[src/rtl/load_align_unit.sv]
// Load alignment unit: issues one or two aligned word reads for a byte/half/word load,
// extracts the addressed bytes across a word boundary and sign/zero-extends the result.
module load_align_unit #(
  parameter int unsigned ADDR_W = 32
) (
  input  logic              clk,
  input  logic              rst_n,
  input  logic              LoadStart,
  input  logic [ADDR_W-1:0] ALUResult,
  input  logic [1:0]        DataType,
  input  logic              Unsigned,
  output logic              Busy,
  output logic              Done,
  output logic [31:0]       LoadData,
  output logic              MemRead,
  output logic [ADDR_W-1:0] MemAddr,
  input  logic [31:0]       MemRdata,
  input  logic              MemReady
);

  localparam int unsigned DATA_W = 32;
  localparam int unsigned HALF_W = 16;
  localparam int unsigned BYTE_W = 8;
  localparam int unsigned OFF_W  = 2;

  localparam logic [1:0] DT_BYTE = 2'b00;
  localparam logic [1:0] DT_HALF = 2'b01;

  typedef enum logic [1:0] {
    IDLE  = 2'd0,
    WAIT0 = 2'd1,
    WAIT1 = 2'd2,
    DONE  = 2'd3
  } stateT;

  stateT state;
  stateT stateNext;

  // Captured request attributes
  logic [OFF_W-1:0] addrOff;
  logic [1:0]       dataTypeQ;
  logic             unsignedQ;
  logic [DATA_W-1:0] loWord;

  // Next values for every register held in the datapath process
  logic [OFF_W-1:0]  addrOffNext;
  logic [1:0]        dataTypeNext;
  logic              unsignedNext;
  logic [DATA_W-1:0] loWordNext;
  logic              busyNext;
  logic              doneNext;
  logic              memReadNext;
  logic [ADDR_W-1:0] memAddrNext;
  logic [DATA_W-1:0] loadDataNext;

  logic readAck;
  logic isSplit;

  // A response only counts while a read is actually outstanding
  assign readAck = MemRead && MemReady;

  // Word loads split on any misalignment, halfwords only when they start in the last byte
  assign isSplit = (dataTypeQ[1] && (addrOff != OFF_W'(0))) ||
                   ((dataTypeQ == DT_HALF) && (addrOff == OFF_W'(3)));

  // Shift the {hi,lo} pair down to the addressed byte, then size and extend
  function automatic logic [DATA_W-1:0] alignData(
    input logic [DATA_W-1:0] hiWord,
    input logic [DATA_W-1:0] loW,
    input logic [OFF_W-1:0]  off,
    input logic [1:0]        dType,
    input logic              zeroExt
  );
    logic [DATA_W-1:0] shifted;
    logic [DATA_W-1:0] res;
    shifted = DATA_W'({hiWord, loW} >> {off, 3'b000});
    case (dType)
      DT_BYTE: begin
        if (zeroExt) begin
          res = DATA_W'(shifted[BYTE_W-1:0]);
        end else begin
          res = {{(DATA_W-BYTE_W){shifted[BYTE_W-1]}}, shifted[BYTE_W-1:0]};
        end
      end
      DT_HALF: begin
        if (zeroExt) begin
          res = DATA_W'(shifted[HALF_W-1:0]);
        end else begin
          res = {{(DATA_W-HALF_W){shifted[HALF_W-1]}}, shifted[HALF_W-1:0]};
        end
      end
      default: res = shifted;
    endcase
    return res;
  endfunction

  // State register
  always_ff @(posedge clk) begin
    if (!rst_n) begin
      state <= IDLE;
    end else begin
      state <= stateNext;
    end
  end

  // Next-state logic
  always_comb begin
    stateNext = state;
    case (state)
      IDLE: begin
        if (LoadStart) begin
          stateNext = WAIT0;
        end
      end
      WAIT0: begin
        if (readAck) begin
          stateNext = isSplit ? WAIT1 : DONE;
        end
      end
      WAIT1: begin
        if (readAck) begin
          stateNext = DONE;
        end
      end
      DONE: begin
        stateNext = IDLE;
      end
      default: begin
        stateNext = IDLE;
      end
    endcase
  end

  // Output / datapath next values
  always_comb begin
    addrOffNext  = addrOff;
    dataTypeNext = dataTypeQ;
    unsignedNext = unsignedQ;
    loWordNext   = loWord;
    busyNext     = Busy;
    doneNext     = 1'b0;
    memReadNext  = MemRead;
    memAddrNext  = MemAddr;
    loadDataNext = LoadData;
    case (state)
      IDLE: begin
        if (LoadStart) begin
          addrOffNext  = ALUResult[OFF_W-1:0];
          dataTypeNext = DataType;
          unsignedNext = Unsigned;
          busyNext     = 1'b1;
          memReadNext  = 1'b1;
          memAddrNext  = {ALUResult[ADDR_W-1:OFF_W], OFF_W'(0)};
        end
      end
      WAIT0: begin
        if (readAck) begin
          loWordNext = MemRdata;
          if (isSplit) begin
            memAddrNext = MemAddr + ADDR_W'(4);
          end else begin
            memReadNext  = 1'b0;
            doneNext     = 1'b1;
            loadDataNext = alignData(DATA_W'(0), MemRdata, addrOff, dataTypeQ, unsignedQ);
          end
        end
      end
      WAIT1: begin
        if (readAck) begin
          memReadNext  = 1'b0;
          doneNext     = 1'b1;
          loadDataNext = alignData(MemRdata, loWord, addrOff, dataTypeQ, unsignedQ);
        end
      end
      DONE: begin
        busyNext = 1'b0;
      end
      default: begin
        busyNext    = 1'b0;
        memReadNext = 1'b0;
      end
    endcase
  end

  // Datapath and output registers
  always_ff @(posedge clk) begin
    if (!rst_n) begin
      addrOff   <= '0;
      dataTypeQ <= '0;
      unsignedQ <= 1'b0;
      loWord    <= '0;
      Busy      <= 1'b0;
      Done      <= 1'b0;
      MemRead   <= 1'b0;
      MemAddr   <= '0;
      LoadData  <= '0;
    end else begin
      addrOff   <= addrOffNext;
      dataTypeQ <= dataTypeNext;
      unsignedQ <= unsignedNext;
      loWord    <= loWordNext;
      Busy      <= busyNext;
      Done      <= doneNext;
      MemRead   <= memReadNext;
      MemAddr   <= memAddrNext;
      LoadData  <= loadDataNext;
    end
  end

endmodule

[config.mk]
export PLATFORM = sky130hd
export DESIGN_NAME = load_align_unit
export DESIGN_NICKNAME = d
export VERILOG_FILES = /design/src/rtl/load_align_unit.sv
export SDC_FILE = /design/constraint.sdc
export NUM_CORES = 1
export LEC_CHECK = 0
export CAP_MARGIN = 15
export CORE_UTILIZATION = 30
export DETAILED_ROUTE_END_ITERATION = 8
export GPL_ROUTABILITY_DRIVEN = 0
export PLACE_DENSITY_LB_ADDON = 0.2
export SLEW_MARGIN = 20
export SYNTH_ARGS = -nofsm -noshare
export SYNTH_HDL_FRONTEND = slang
export SYNTH_SLANG_ARGS = --single-unit
[constraint.sdc]
create_clock -name clk -period 2.86 [get_ports clk]
set_input_delay 0.572 -clock clk [delete_from_list [all_inputs] [get_ports clk]]
set_output_delay 0.572 -clock clk [all_outputs]
set_load 0.005 [all_outputs]
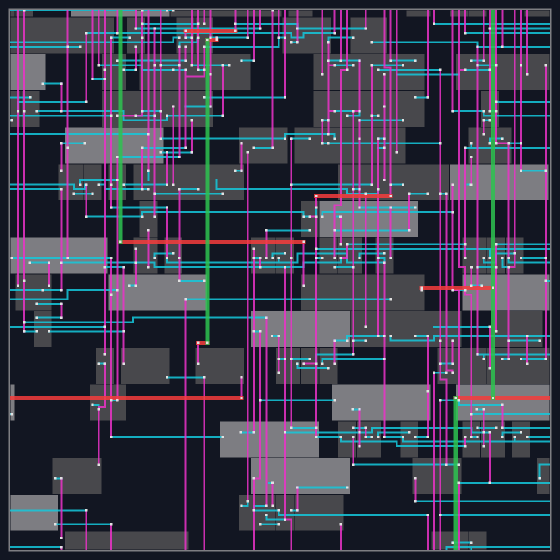
Run 1: zoomed window
Window x 53 to 93, y 53 to 93 µm. Cells in grey, sequential cells in the stronger grey; small squares are vias.
Red shows M3. Magenta shows M2. Cyan shows M1. Green shows M4.
Sequential cells in the window: 11. 75 logic cells have their middle in the window. Netlist names of flops here include `loWord` (9), `LoadData` (2). Most frequent: nand2_1 (23), dfxtp_1 (11).

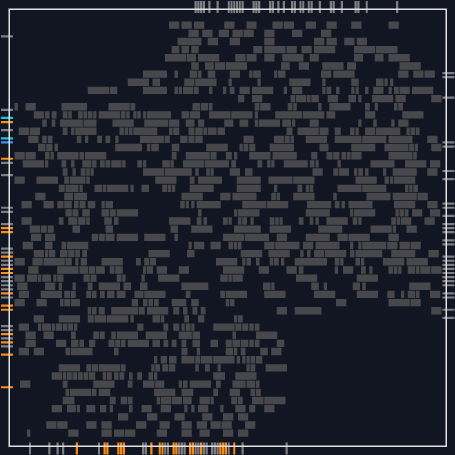
Run 1: pin placement
Scale: 3 px per µm. Pins as bars across the die edge, other pins in grey.
Blue shows `Unsigned`, pins 1, direction input, edge left. Orange shows `ALUResult`, pins 32, direction input, edge 18 bottom, 14 left. Cyan shows `DataType`, pins 2, direction input, edge left.
All pins by edge: 40 bottom, 38 left, 33 top, 27 right.
width of the die: 145 µm
die extent in y: 145 µm

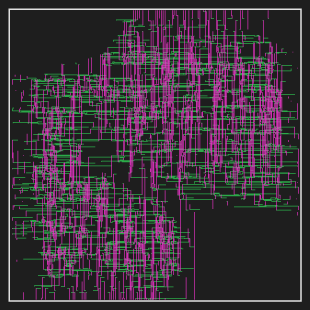
Run 1: routed metal, one colour a layer
Scale: 2 px per µm. Only two layers are drawn.
Magenta shows M2, wire length 9720 µm. Green shows M1, wire length 8680 µm.
drt total wl: 19.6 mm
overall via count from detail_route: 6004
per-cell routed wire length: 17.8 µm
global-route usage over all layers: 0.189

==> run summary, run 1 <==
The flow run is done. During tapcell insertion the tool placed 265 well taps. TritonRoute reported its final design rule violation total as 0. The flow ran to the end, and the final reports show no timing, DRC or antenna violations. Total half-perimeter wirelength after legalization and detailed placement landed at 13.8 mm.

Looking at the hold checks, the worst path lands on loWord[3]. Number of unique standard cell types used by synthesis landed at 49. Looking at the area split, the leading class of cells is combinational gates.

In this run the clock root is driven by a sky130_fd_sc_hd__clkbuf_16. Clock-cell share of area landed at 0.0352. Of the post-synthesis cell area, the part taken by muxes is 0.195. For met2 alone, demand over resource in global routing was 0.313. Top fanout value on the critical path landed at 11. Looking at hold timing, the worst path starts from loWord[3]. Average via count per standard cell landed at 5.43. Number of buffers outside the clock class in the layout landed at 170. The share of the Yosys chip area taken by registers is 0.339. The CTS log lists the clock sinks for this run as 104.

Global-route wire length before repair landed at 31.9 mm. The initial antenna violation count came to 1. Counting pins that exceed their max-slew limit in the final report gives 0. Max-slew headroom at the worst pin landed at 0.601.

By area the synthesized netlist is led by sky130_fd_sc_hd__dfxtp_1 34%, sky130_fd_sc_hd__mux4_2 15%, sky130_fd_sc_hd__nand2_1 8.4%, sky130_fd_sc_hd__a21oi_1 5.9%, sky130_fd_sc_hd__mux2i_1 4.1%. Looking at the reg2reg group, the worst path ends at MemAddr[25]. Remaining global-route overflow landed at 0. In this run the count of I/O pins placed on the die edge is 138. Between clock sinks in the finished design, the worst skew comes to 0.0112 ns. Sequential power landed at 0.00229 W. Post-synthesis xor/xnor area fraction landed at 0. Data on the critical path arrives at its endpoint at 2.80 ns. The finished cells cover 8180 µm².

Setup slack of the most critical reg-to-reg path landed at 0.35 ns. Number of detailed-route iterations in the first pass landed at 4. Via count of the first global-routing pass landed at 5808. Worst reg2reg path depth landed at 7. The post-CTS hold buffer count recorded in the log is 0.

Slew at the pin closest to its max-slew limit landed at 0.599 ns. Minimum clock period landed at 2.51 ns. Data required time at the worst endpoint landed at 3.15 ns.

The commonest register cell is sky130_fd_sc_hd__dfxtp_1. Post-layout period usage of the worst path landed at 0.877. The worst setup path is of the reg2reg kind. Chip area landed at 21100 µm².

The number of warnings reported in the stage logs is 29. Part of the total power dissipated in combinational logic landed at 0.499. Static timing analysis puts the maximum clock frequency at 0.399 GHz.

The detailed router put a total of 8.68 mm of wire on met1. Counting only logic cells after layout, the most numerous master is sky130_fd_sc_hd__nand2_1. Once detail routing completed, the nets flagged for antenna violations numbered 0. Tally of non-filler cells in the final layout landed at 1105. Combinational share of cell area landed at 0.464. The flow measured a signed area growth from synthesis to layout of 33.1%. The group that draws the most power in this run is combinational cells. Synthesis-stage register bit count landed at 104. The final layout contains a sequential cell count of 104. Final count of negative-setup-slack endpoints landed at 0. Adder and majority gate portion of the synthesized area landed at 0.0102. Proportion of cell area occupied by registers landed at 0.255. In the layout the commonest cells are 138 x sky130_fd_sc_hd__nand2_1, 135 x sky130_fd_sc_hd__clkdlybuf4s50_1, 102 x sky130_fd_sc_hd__dfxtp_1, 72 x sky130_fd_sc_hd__a21oi_1, 42 x sky130_fd_sc_hd__mux4_2. Ratio of total power to cell area landed at 869 nW/µm². Measured on the final layout, buffering overhead outside the clock network stands at 0.200. Power dissipated in the clock network landed at 0.00126 W.
==> run 1: how the worst max path moves through the flow <==
stage                          from      endpoint  slack [ns]  cells past startpoint
after global routing       state[0]   MemAddr[25]        0.13                      7
after global placement    LoadStart   MemAddr[25]        0.21                      6
final                      state[0]   MemAddr[25]        0.35                      7
after floorplan            state[0]  LoadData[16]        0.45                     10
after detailed placement  LoadStart   MemAddr[25]        0.20                      6
after CTS                  state[0]   MemAddr[25]        0.39                      7
==> run 1: registers in the layout, indices dropped and copies added, names as in the netlist <==
| name | cells |
|---|---|
| MemAddr | 30 |
| addrOff | 2 |
| dataTypeQ | 2 |
| unsignedQ | 1 |
| Busy | 1 |
| Done | 1 |
| LoadData | 32 |
| MemRead | 1 |
| loWord | 32 |
| state | 2 |
Run 1, met2 routing:
Scale: 2 px per µm.
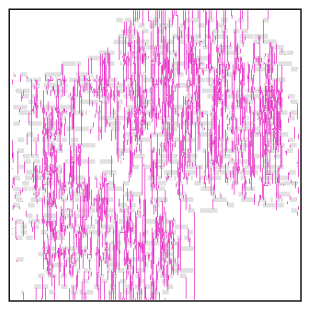

--- run 2 (diff from run 1) ---
--- a/config.mk
+++ b/config.mk
@@ -9,7 +9,6 @@
 export CORE_UTILIZATION = 30
 export DETAILED_ROUTE_END_ITERATION = 8
 export GPL_ROUTABILITY_DRIVEN = 0
-export PLACE_DENSITY_LB_ADDON = 0.2
 export SLEW_MARGIN = 20
 export SYNTH_ARGS = -nofsm -noshare
 export SYNTH_HDL_FRONTEND = slang
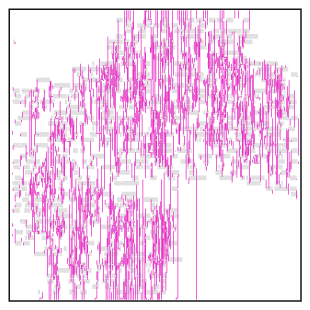
Run 2: met2 routing
Scale: 2 px per µm.
The layer carries 9560 µm of wire. The layer holds 50% of the routed length. The longest straight run is 65.5 µm. 742 nets have wire on it. The wires run mostly vertical.
overall via count from detail_route: 6049
drt total wl: 19.2 mm
GR met2 Demand/Resource: 0.314

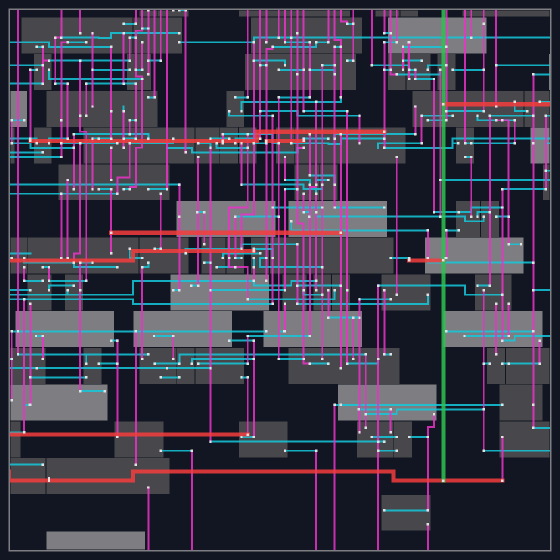
Run 2: zoomed window
Window x 53 to 93, y 53 to 93 µm. Cells in grey, sequential cells in the stronger grey; small squares are vias.

==> run 2 against run 1 <==
- combinational power about the same
- synthesized cell count unchanged
- sequential share of layout area increased by 0.070 points
- global-route usage decreased by 0.68 points
- wire length decreased by 2.0%
==> run summary, run 2 <==
The flow run is done. The flow ran to the end, and the final reports show no timing, DRC or antenna violations. The startpoint identified for the worst hold timing path is loWord[1]. Checking hold timing, the worst path is listed with class reg2reg. Clock insertion delay at the later pin of the skew report landed at 0.36 ns. Per the OpenROAD floorplan log, the area of the core is 19800 µm².

After detailed placement, the design holds a cell count of 1088. In this run the maximum-capacitance check reported violations numbering 0. Routed wire length on met2 landed at 9.56 mm.

TritonCTS built the clock tree. Per the STA report, the cell with the highest stage delay on the worst path is sky130_fd_sc_hd__or4_1. Number of buffers on the longest clock path landed at 2.

Total cell area at the placement stage landed at 7870 µm². The worst setup path is captured at a register. Global-route wire length before repair landed at 31.1 mm.

Number of I/O port buffers landed at 135. Share of synthesized cell area in and, or, nand and nor gates landed at 0.188. For this run, the chip area from Yosys synthesis comes to 6150 µm².

Setup total negative slack on the finished layout was measured at 0 ns. Counting flops with an async set or reset pin after synthesis yields a share of 0. Total stage count of the critical path landed at 5. Looking at the reg2reg group, the worst path starts from MemAddr[7]. Number of I/O pins landed at 138.

Count of pins over their slew limit landed at 0. OpenROAD emitted warnings numbering 29. Per the synthesis report, the dominant area consumer among library cells is sky130_fd_sc_hd__dfxtp_1. Tally of non-filler cells in the final layout landed at 1104. The number of hold buffers added after CTS was 0. DRC violations left landed at 0. The script logs the ratio of routed vias to standard cells as 5.48. The detailed router reports a met3 wire length of 1.16 mm.

Entering global routing, the biggest net connects 57 pins. Mean area per synthesized cell landed at 8.61 µm². For the worst reg-to-reg path, the endpoint reported by OpenROAD is MemAddr[25]. The report lists the cells along the critical path as nand4_1, or4_1, or4_1, or4_1, a31oi_1.

Top fanout value on the critical path landed at 6. Grouping stages by cell kind, the critical path spends the most delay in simple AND/OR/NAND/NOR gates. Adder and majority gate portion of the synthesized area landed at 0.0102. The tree is rooted in a sky130_fd_sc_hd__clkbuf_16. For this design the ratio of total power to cell area is 867 nW/µm². The final timing report lists clock skew as 0.0132 ns. Horizontal die dimension landed at 145 µm. Final design utilization landed at 0.413. The number of cells reported by Yosys stat comes to 714.

Total half-perimeter wirelength after legalization and detailed placement landed at 13.5 mm. Met1 track demand over resource landed at 0.226. The detail route stage leaves a number of antenna-violating nets equal to 0. Count of antenna diodes in the layout landed at 0. Across the VDD grid, the largest voltage drop is 0.000445 V. Multiplexer share of the synthesized area landed at 0.195.

The detailed router finished its first iteration with 317 violations. Signal routing reaches up to met4. Total leakage power landed at 2.69 nW. Number of unique standard cell types used by synthesis landed at 49. STA shows the worst min-delay path finishing at loWord[1]. Floorplan utilization landed at 0.311. The clock H-tree reported by CTS has 3 levels. Sorting the synthesis cell report by count puts at the top sky130_fd_sc_hd__nand2_1. By instance count, the cell type seen most on the critical path is sky130_fd_sc_hd__or4_1.

Total count of hold-check failures in the final report landed at 0. In this run the post-CTS setup repair buffer count came out at 0. The synthesis run identifies the leading combinational cell family as AND-OR/OR-AND gates.

In the setup report, the worst path falls into the class reg2reg. Of the total synthesized cell area, the portion taken by XOR and XNOR cells is 0. At the worst endpoint, the required time is 3.15 ns. Height of the chip landed at 145 µm. The largest registers in the layout are LoadData x32, loWord x32, MemAddr x30. Number of buffer and inverter instances along the worst setup path landed at 0. Initial antenna violation count landed at 0. Total number of clock tree sinks landed at 104. The critical path ends at MemAddr[25]. Area share of the largest cell type after synthesis landed at 0.339. Achievable clock frequency landed at 0.411 GHz.

Among all stages on the critical path, the maximum delay recorded is 0.58 ns. Number of detailed-route iterations in the first pass landed at 4. Count of instances resized after the clock tree is built landed at 0. Hold analysis shows the worst path with a depth of 2.

Counting only logic cells after layout, the most numerous master is sky130_fd_sc_hd__nand2_1. For reference, the top cells by count after synthesis are 138 x sky130_fd_sc_hd__nand2_1, 104 x sky130_fd_sc_hd__dfxtp_1, 72 x sky130_fd_sc_hd__a21oi_1. Met1 wire length landed at 8.25 mm. Final count of negative-setup-slack endpoints landed at 0. Once synthesis finished, the tally of register bits stood at 104.

The via count of the first global-routing pass was 5832. The finished cells cover 8160 µm². Placement row count landed at 51. Post-synthesis share of cell area spent on and-or and or-and gates landed at 0.221. For this run, global-route usage on met3 was measured as 0.0437. After global routing, the most crowded layer is met2.

By instance count after routing, the leading logic cell types are 138 x sky130_fd_sc_hd__nand2_1, 135 x sky130_fd_sc_hd__clkdlybuf4s50_1, 102 x sky130_fd_sc_hd__dfxtp_1, 72 x sky130_fd_sc_hd__a21oi_1, 42 x sky130_fd_sc_hd__mux4_2. Measured against its own limit, the worst slew margin works out to 0.572. Post-layout period usage of the worst path landed at 0.850. Total power consumption of the routed design landed at 0.00707 W.

Remaining global-route overflow landed at 0. Worst reg2reg path depth landed at 5. The pin closest to its max-slew limit shows a slew of 0.641 ns.

TritonCTS created 9 clock buffers. Fraction of layout instances using a drive strength above 1 landed at 0.131. Number of enable-type register cells in the synthesized netlist landed at 0. Chip area landed at 21100 µm².

In the post-synthesis netlist, the biggest area contributors are sky130_fd_sc_hd__dfxtp_1 34%, sky130_fd_sc_hd__mux4_2 15%, sky130_fd_sc_hd__nand2_1 8.4%, sky130_fd_sc_hd__a21oi_1 5.9%, sky130_fd_sc_hd__mux2i_1 4.1%. Minimum clock period landed at 2.43 ns. The final layout contains 910 nets.

Per the synth stats, the flop cell with the highest instance count is sky130_fd_sc_hd__dfxtp_1. Clock transition at the registers of the reported paths landed at 0.07 ns. Arrival time of data at the critical path endpoint landed at 2.72 ns. Gate count after technology mapping landed at 714. The worst setup path is launched from a register. Sequential share of the synthesized area landed at 0.339. In this run the worst setup path begins at MemAddr[7]. Area of the mapped netlist landed at 6150 µm². Counting the warning lines in the Yosys log gives 0. Setup repair after global routing left no endpoint under its margin.

Between the synthesized netlist and the finished layout, the area growth was recorded as 32.8%. STA reports a reg2reg setup slack of 0.43 ns.
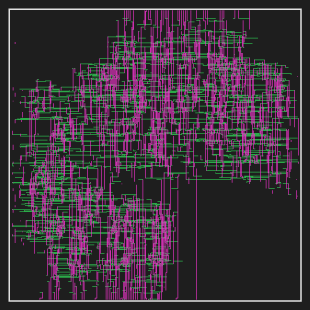
Run 2: routed metal, one colour a layer
Scale: 2 px per µm. Only two layers are drawn.
Green shows M1, wire length 8250 µm. Magenta shows M2, wire length 9560 µm.
global-route usage over all layers: 0.182
per-cell routed wire length: 17.4 µm

[run 2: power breakdown]
part / total (W) / switching (W) / internal, W / leakage [nW]
combinational: 0.00355 / 0.00178 / 0.00177 / 1.70
clock: 0.00123 / 0.000606 / 0.000627 / 0.140
sequential: 0.00229 / 0.000411 / 0.00187 / 0.849
[run 2: per-stage QoR]
step / hold slack, ns / setup slack (ns)
global placement: 0.441 / 0.190
detailed placement: 0.447 / 0.158
finish: 0.456 / 0.429
floorplan: 0.433 / 0.454
CTS: 0.457 / 0.415
global route: 0.482 / 0.213
[run 2: cell type report]
type	count	area [µm²]
clock inverters	6	48.8
fillers	2010	11600
well taps	265	332
clock buffers	10	239
multi-input cells	540	3800
inverters	10	37.5
repair buffers	169	1620
flip-flops and latches	104	2090
No activity file was given, so power comes from the tool's default toggle rates.
